File: src/rtl/pipe_hazard_controller_pkg.sv
// Shared types for the pipeline hazard controller: state encodings and the
// destination scoreboard entry layout.
package pipe_hazard_controller_pkg;

  localparam int unsigned REG_W    = 5;
  localparam int unsigned CNT_W    = 16;
  localparam int unsigned SB_DEPTH = 3;

  localparam int unsigned SB_EXE = 0;
  localparam int unsigned SB_MEM = 1;
  localparam int unsigned SB_WB  = 2;

  typedef enum logic [1:0] {
    ST_RUN    = 2'd0,
    ST_HAZARD = 2'd1,
    ST_FREEZE = 2'd2
  } state_e;

  typedef struct packed {
    logic             valid;
    logic [REG_W-1:0] dest;
    logic             load;
  } sb_entry_t;

  localparam int unsigned SB_ENTRY_W = $bits(sb_entry_t);
  localparam sb_entry_t   SB_EMPTY   = sb_entry_t'(SB_ENTRY_W'(0));

endpackage

File: src/rtl/hazard_match.sv
// Compares one ID source register against one scoreboard entry.
module hazard_match
  import pipe_hazard_controller_pkg::*;
(
  input  logic             i_uses,
  input  logic [REG_W-1:0] i_src,
  input  logic             i_valid,
  input  logic [REG_W-1:0] i_dest,
  output logic             o_match_c
);

  // $0 is never a real dependency on either side
  assign o_match_c = i_uses & (i_src != '0) & i_valid & (i_dest != '0) & (i_dest == i_src);

endmodule

File: src/rtl/pipe_hazard_controller.sv
// Stall/freeze/flush control for a 5-stage pipeline, driven by a small
// EXE/MEM/WB destination scoreboard.
module pipe_hazard_controller
  import pipe_hazard_controller_pkg::*;
(
  input  logic             CLK,
  input  logic             RESET,
  input  logic [REG_W-1:0] ID_rs,
  input  logic [REG_W-1:0] ID_rt,
  input  logic             ID_uses_rs,
  input  logic             ID_uses_rt,
  input  logic [REG_W-1:0] ID_dest,
  input  logic             ID_reg_write,
  input  logic             ID_load,
  input  logic             ID_resolve,
  input  logic             ID_taken,
  input  logic             MEM_busy,
  output logic             PC_enable,
  output logic             IFID_enable,
  output logic             IDEXE_bubble,
  output logic             IFID_flush,
  output logic             PIPE_freeze,
  output logic [1:0]       STATE,
  output logic [CNT_W-1:0] STALL_count
);

  sb_entry_t        r_sb [SB_DEPTH];
  state_e           r_state;
  state_e           w_state_nxt;
  logic [CNT_W-1:0] r_stall_cnt;

  logic [REG_W-1:0] w_src  [2];
  logic             w_uses [2];
  logic             w_match [2][SB_DEPTH];
  logic             w_exe_hit;
  logic             w_mem_hit;
  logic             w_load_use;
  logic             w_branch_haz;
  logic             w_hazard;

  assign w_src[0]  = ID_rs;
  assign w_src[1]  = ID_rt;
  assign w_uses[0] = ID_uses_rs;
  assign w_uses[1] = ID_uses_rt;

  for (genvar s = 0; s < 2; s++) begin : g_src
    for (genvar e = 0; e < SB_DEPTH; e++) begin : g_ent
      hazard_match u_match (
        .i_uses    (w_uses[s]),
        .i_src     (w_src[s]),
        .i_valid   (r_sb[e].valid),
        .i_dest    (r_sb[e].dest),
        .o_match_c (w_match[s][e])
      );
    end
  end

  // WB matches are covered by forwarding and never stall
  assign w_exe_hit    = w_match[0][SB_EXE] | w_match[1][SB_EXE];
  assign w_mem_hit    = w_match[0][SB_MEM] | w_match[1][SB_MEM];
  assign w_load_use   = w_exe_hit & r_sb[SB_EXE].load;
  assign w_branch_haz = ID_resolve & (w_exe_hit | (w_mem_hit & r_sb[SB_MEM].load));
  assign w_hazard     = w_load_use | w_branch_haz;

  always_ff @(posedge CLK or negedge RESET) begin
    if (!RESET) begin
      r_state <= ST_RUN;
    end else begin
      r_state <= w_state_nxt;
    end
  end

  // Memory stall outranks hazard stall, which outranks normal advance
  always_comb begin
    w_state_nxt  = ST_RUN;
    PC_enable    = 1'b1;
    IFID_enable  = 1'b1;
    IDEXE_bubble = 1'b0;
    IFID_flush   = 1'b0;
    PIPE_freeze  = 1'b0;
    if (MEM_busy) begin
      w_state_nxt = ST_FREEZE;
      PC_enable   = 1'b0;
      IFID_enable = 1'b0;
      PIPE_freeze = 1'b1;
    end else if (w_hazard) begin
      w_state_nxt  = ST_HAZARD;
      PC_enable    = 1'b0;
      IFID_enable  = 1'b0;
      IDEXE_bubble = 1'b1;
    end else begin
      IFID_flush = ID_resolve & ID_taken;
    end
  end

  assign STATE       = r_state;
  assign STALL_count = r_stall_cnt;

  always_ff @(posedge CLK or negedge RESET) begin
    if (!RESET) begin
      r_stall_cnt <= '0;
    end else if ((MEM_busy | w_hazard) && (r_stall_cnt != '1)) begin
      r_stall_cnt <= r_stall_cnt + CNT_W'(1);
    end
  end

  // Scoreboard holds on freeze; a hazard inserts an empty slot into EXE
  always_ff @(posedge CLK or negedge RESET) begin
    if (!RESET) begin
      for (int unsigned i = 0; i < SB_DEPTH; i++) begin
        r_sb[i] <= SB_EMPTY;
      end
    end else if (!MEM_busy) begin
      r_sb[SB_WB]  <= r_sb[SB_MEM];
      r_sb[SB_MEM] <= r_sb[SB_EXE];
      r_sb[SB_EXE] <= w_hazard ? SB_EMPTY : {ID_reg_write, ID_dest, ID_load};
    end
  end

endmodule

File: config.mk
export PLATFORM = sky130hd
export DESIGN_NAME = pipe_hazard_controller
export DESIGN_NICKNAME = d
export VERILOG_FILES = /design/src/rtl/pipe_hazard_controller_pkg.sv /design/src/rtl/hazard_match.sv /design/src/rtl/pipe_hazard_controller.sv
export SDC_FILE = /design/constraint.sdc
export NUM_CORES = 1
export LEC_CHECK = 0
export CORE_UTILIZATION = 25
export CTS_CLUSTER_SIZE = 16
export DETAILED_ROUTE_END_ITERATION = 8
export MAX_ROUTING_LAYER = met4
export PLACE_DENSITY_LB_ADDON = 0.2
export REMOVE_ABC_BUFFERS = 1
export SLEW_MARGIN = 20
export SYNTH_ARGS = -nofsm -noshare
export SYNTH_HDL_FRONTEND = slang
export SYNTH_SLANG_ARGS = --single-unit
File: constraint.sdc
create_clock -name CLK -period 5.7 [get_ports CLK]
set_clock_uncertainty 0.05 [all_clocks]
set_input_delay 0.855 -clock CLK [delete_from_list [all_inputs] [get_ports CLK]]
set_output_delay 0.855 -clock CLK [all_outputs]
set_load 0.05 [all_outputs]
run_1/metal_stack.png
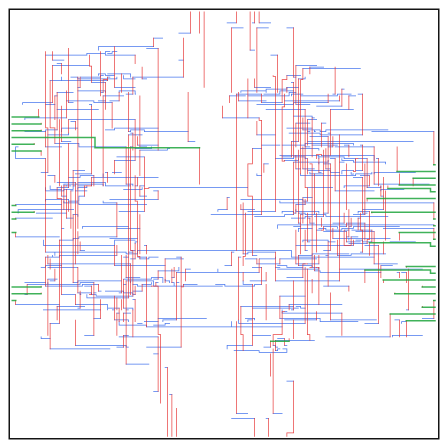
legend:
  green:
    layer: met3
    wire_length: 225 um
  red:
    layer: met2
    wire_length: 1850 um
  blue:
    layer: met1
    wire_length: 2000 um

run_1/met3.png
Scale bar: 20 um.
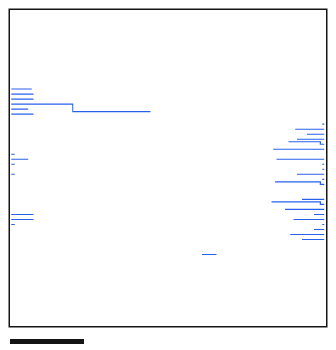
longest straight run: 20.9 um
wire length on this layer: 225 um

run_1/zoom.png
Window x 23 to 63, y 6 to 46 um. Cells in gray, sequential cells in the stronger gray; small squares are vias.
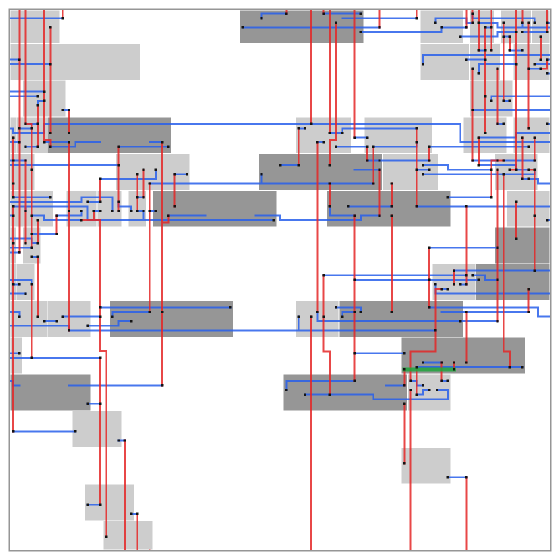
legend:
  red:
    layer: met2
  green:
    layer: met3
  blue:
    layer: met1
cells with their middle in the window: 47
netlist names of flops here include: r_sb (6), STALL_count (4)
sequential cells in the window: 11
most frequent: dfrtp_1 (11), xor2_1 (5), clkdlybuf4s50_1 (5)

==> results.txt, run 1 <==
Implementation results

The worst-case reg-to-reg path depth is 8. The cell-internal power is 540 uW. The worst endpoint required time is 4.80 ns. The register fraction of the total cell area is 0.333. The total die size is 7350 um2.

In the post-synthesis netlist, the biggest area contributors are sky130_fd_sc_hd__dfrtp_1 46%, sky130_fd_sc_hd__xor2_1 12%, sky130_fd_sc_hd__xnor2_1 5.0%, sky130_fd_sc_hd__mux2_2 4.5%, sky130_fd_sc_hd__a22o_1 3.5%. Ranked by instance count, the synthesized netlist is headed by 32 x sky130_fd_sc_hd__dfrtp_1, 23 x sky130_fd_sc_hd__xor2_1, 10 x sky130_fd_sc_hd__xnor2_1. In the synthesized netlist, the dominant kind of combinational cell is simple AND/OR/NAND/NOR gates. The total of flip-flops plus latches after synthesis is 32. The largest cell class by area is logic gates. The flow reported a cell area power density of 347 nW/um2. The flow ran to the end, and the final reports show no timing, DRC or antenna violations.

The multi-input combinational gate total is 109. Counting flops with an async set or reset pin after synthesis yields a share of 1.00. The total length of routed wires is 4.07 mm.

The shortest period the worst path allows is 4.69 ns. Leaving out the clock tree, the finished layout contains a buffer count of 48. For met2 alone, demand over resource in global routing was 0.184.

Warnings reported by Yosys during synthesis add up to 0. Per the OpenROAD floorplan log, the height of the die is 85.7 um. The initial core utilization is 0.258. Per the placement report, the placed cell count is 285. After layout, the worst setup slack is 1.01 ns. Summing over the stages, the warning tally comes to 25.

The total placed instance area is 2280 um2. The reported max-cap violation count is 0. The flip-flop and latch area is 801 um2. Of the post-synthesis cell area, the dominant cell type holds 0.457. The worst setup path is of the input pin to output port kind.

The net switching share of the total power is 0.353. For this design the total switching power over the nets is 294 uW. Per the final report, the share of cell area in non-clock buffers is 0.198.

Per the detail_route log, met3 wirelength is 224 um. The power report attributes to the combinational group a share of 0.336. The CTS tree is done. Setup total negative slack on the finished layout was measured at 0 ns.

After detailed routing, the met2 layer carries 1.85 mm of wire. The critical path's largest stage delay is 0.79 ns. Along the worst hold path, the cell count comes to 1. The count of flip-flops and latches is 32. The cell taking the most area after synthesis is sky130_fd_sc_hd__dfrtp_1. The floorplan row count is 30. Recorded from the global router log, the overflow total was 0.

The report lists the number of cells resized after CTS as 0. The cell chosen for the clock root is sky130_fd_sc_hd__clkbuf_8. The fraction of the mapped netlist area in simple logic gates is 0.208. The remaining routing DRC violations is 0. The capture point of the worst register-to-register path is recorded as STALL_count[1]$_DFFE_PN0P_. Of the available clock period, the critical path in the final layout requires 0.822. The area growth from synthesis to layout is 37.2%. Counting flops with a built-in enable in the synthesized netlist gives 0. For the pin with the worst max-slew slack, the measured transition is 0.740 ns. For reference, the clock transition at the flip-flops on the worst setup and hold paths is 0.06 ns. The register-to-register setup slack is 2.72 ns. The number of H-tree levels is 2. The met1 layer usage reported by global route is 0.157.

The leakage power of the design is 0.966 nW. The wire length per cell is 13.9 um. The final instance count without filler cells is 293. 0 antenna diodes ended up in the layout. The share of total power dissipated in the clock network is 0.286.

The script reports the combined buffer and inverter count of the critical path as 2. Per the layout report, the design carries 7 clock buffers. The final timing report lists a hold violation count of 0. Measured against the total synthesized area, the mux share comes to 0.0621. The top routing layer in use is met3. The die width is 85.7 um.

The filler cells instantiated in the layout total 679. The insertion delay to the later sink of the worst-skew pair is 0.28 ns. TritonCTS reports the number of clock sinks as 32. The net count of the finished layout is 221. The synth_stat.txt file lists the number of cells as 149. The number of clock buffers inserted by TritonCTS is 5. The worst setup path is captured at an output port. Of the total power, registers draw 0.378. The tightest slew margin relative to the limit is 0.505.

The layout report gives the multi-input gate share of total cell area as 0.366. Across every metal layer, demand over resource in global routing totals 0.120.
==> run 1: power by group through the flow <==
| stage | Sequential [mW] | Combinational, mW | Clock (mW) |
|---|---|---|---|
| final | 0.315 | 0.280 | 0.238 |
| after global routing | 0.324 | 0.297 | 0.257 |
| after CTS | 0.316 | 0.284 | 0.246 |
| after detailed placement | 0.320 | 0.282 | 0 |
| after global placement | 0.321 | 0.282 | 0 |
| after floorplan | 0.406 | 0.0851 | 0 |
==> run 1: sequential cells by signal (all words and copies together), names as in the netlist <==
| register | cells |
|---|---|
| r_sb | 14 |
| STALL_count | 16 |
| STATE | 2 |
==> run 1: cell families after synthesis <==
group	Yosys count
adders and majority gates	1
buffers and inverters	8
AOI/OAI and AO/OA	13
and+or+nand+nor	53
muxes	9
DFF	32
xor gates and xnor gates	33
run_1/final_placement.png
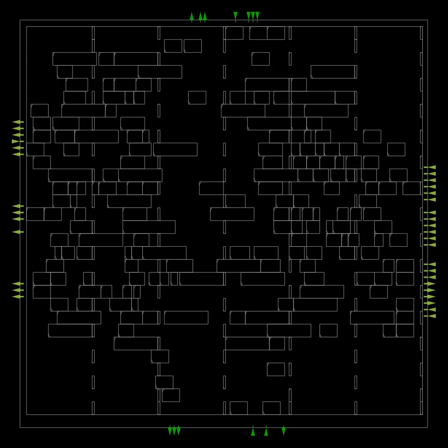

## Run 2: what changed since run 1
==> constraint.sdc (replaced) <==
create_clock -name CLK -period 4.1 [get_ports CLK]
set_clock_uncertainty 0.05 [all_clocks]
set_input_delay 0.615 -clock CLK [delete_from_list [all_inputs] [get_ports CLK]]
set_output_delay 0.615 -clock CLK [all_outputs]
set_load 0.05 [all_outputs]
run_2/final_placement.png
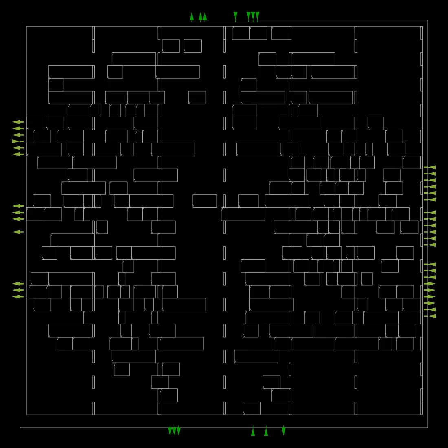
number of tap instances: 96
flop count: 32
num rows: 30
register fraction of the total cell area: 0.331
Filler Cells Inserted: 701

run_2/metal_stack.png
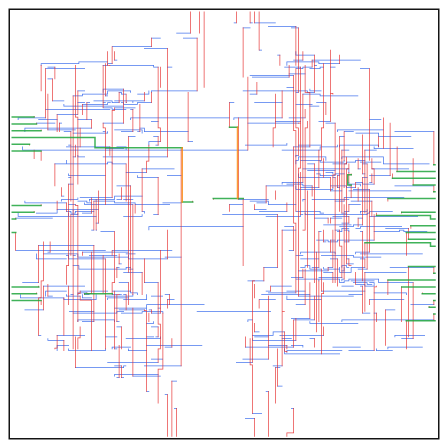
legend:
  green:
    layer: met3
    wire_length: 218 um
  blue:
    layer: met1
    wire_length: 1880 um
  red:
    layer: met2
    wire_length: 1910 um
  orange:
    layer: met4
    wire_length: 25.2 um

==> run 2 against run 1 <==
Clock-buffer cell count is the same; setup slack worse by 0.48 ns; sequential share of layout area fell by 0.21 points; first-iteration DRC count up 28%; clock power is 8% higher; register-to-register slack got worse by 1.5 ns; total power up 31%; routed wire length fell by 0.88%.
==> results.txt, run 2 <==
Implementation results

The sequential-cell power consumption is 439 uW (was 315 uW). Outcome: completed (unchanged). The final instance count without filler cells is 294 (was 293). The number of clock buffers inserted by TritonCTS is 5 (unchanged). The cell-internal power is 690 uW (was 540 uW). The capturing element type of the critical path is an output port (unchanged). The global-route usage over all layers is 0.120 (about the same). The total die size came to 7350 um2 (unchanged).

The least setup slack across all paths after layout is 0.530 ns (was 1.01 ns). The reported max-cap violation count came to 0 (unchanged). The number of OpenROAD warnings is 25 (unchanged). The number of flip-flops under the largest register name is 16 (unchanged).

The power attributed to the clock group is 258 uW (was 238 uW). The buffer-and-inverter tally for the worst setup path is 2 (unchanged). The leakage power of the design is 0.977 nW (was 0.966 nW). The power attributed to combinational cells is 396 uW (was 280 uW). The multi-input combinational gate total is 109 (unchanged). The insertion delay to the later sink of the worst-skew pair is 0.28 ns (about the same). Main area contributors after synthesis: sky130_fd_sc_hd__dfrtp_1 46%, sky130_fd_sc_hd__xor2_1 12%, sky130_fd_sc_hd__xnor2_1 5.0%, sky130_fd_sc_hd__mux2_2 4.5%, sky130_fd_sc_hd__a22o_1 3.5% (unchanged). The proportion of synthesized flip-flops having asynchronous set or reset is 1.00 (unchanged). Of the available clock period, the critical path in the final layout requires 0.871.

The fraction of the mapped netlist area in simple logic gates came to 0.208 (unchanged). The flip-flop and latch area is 801 um2 (unchanged). The tightest slew margin relative to the limit is 0.652 (was 0.505). The transition time of the tightest slew-check pin is 0.521 ns (was 0.740 ns). The multi-input logic portion of the cell area was 0.364 (was 0.366). The number of gates resized after cts came to 0 (unchanged). The number of enable flip-flop cells was 0 (unchanged).

The number of H-tree levels is 2 (unchanged). The cell chosen for the clock root is sky130_fd_sc_hd__clkbuf_8 (unchanged). The overall overflow remaining after global route is 0 (unchanged). The total of flip-flops plus latches after synthesis is 32 (unchanged).

The critical path start-end classification is input pin to output port (unchanged). The shortest period the worst path allows is 3.57 ns. The main logic family after synthesis is simple AND/OR/NAND/NOR gates (unchanged). The net count of the finished layout was 223 (was 221).

The biggest power consumer among the groups is registers (unchanged). The sum of negative setup slack is 0 ns (unchanged). The number of standard cells reported by yosys came to 149 (unchanged). The cell kind with the greatest summed area was logic gates (unchanged). The non-clock buffer share of cell area is 0.215 (was 0.198). The area growth from synthesis to layout came to 38.1% (was 37.2%). The number of inserted diodes came to 0 (unchanged). The number of placed instances, taps included was 287 (was 285).

The critical path's largest stage delay was 0.72 ns (was 0.79 ns). The net switching share of the total power is 0.369 (was 0.353). The wire length per cell is 13.7 um (was 13.9 um). The post-synthesis mux area share is 0.0621 (unchanged). The area fraction of the dominant cell type after synthesis came to 0.457 (unchanged).

The power spent charging and discharging nets is 403 uW (was 294 uW). The layout buffer count excluding clock buffers is 50 (was 48). The clock share of power is 0.236 (was 0.286). The die width is 85.7 um (unchanged).
## run 2: cell counts after synthesis
No cell type changed its count.
## run 2: worst paths after layout
check | end | slack, ns | cells past startpoint
worst min register to register | STALL_count[11]$_DFFE_PN0P_ | 0.44 | 1
min in group asynchronous | STATE[0]$_DFF_PN0_ | 0.70 | 2
worst min-delay path | STALL_count[11]$_DFFE_PN0P_ | 0.44 | 1
worst max register to register | STALL_count[1]$_DFFE_PN0P_ | 1.20 | 9
worst max-delay path | IDEXE_bubble | 0.53 | 7
max in group asynchronous | r_sb[15]$_DFFE_PN0N_ | 3.01 | 2
## run 2: routing by layer
metal | GRT usage | wire, um | up-vias
li1 | - | - | 634
met1 | 0.146 | 1880 | 621
met2 | 0.196 | 1910 | 41
met3 | 0.0327 | 217 | 4
met4 | 0.0318 | 25 | 0
met5 | - | 0 | -
Power figures rest on the tool's default switching activity, not on a simulated workload.
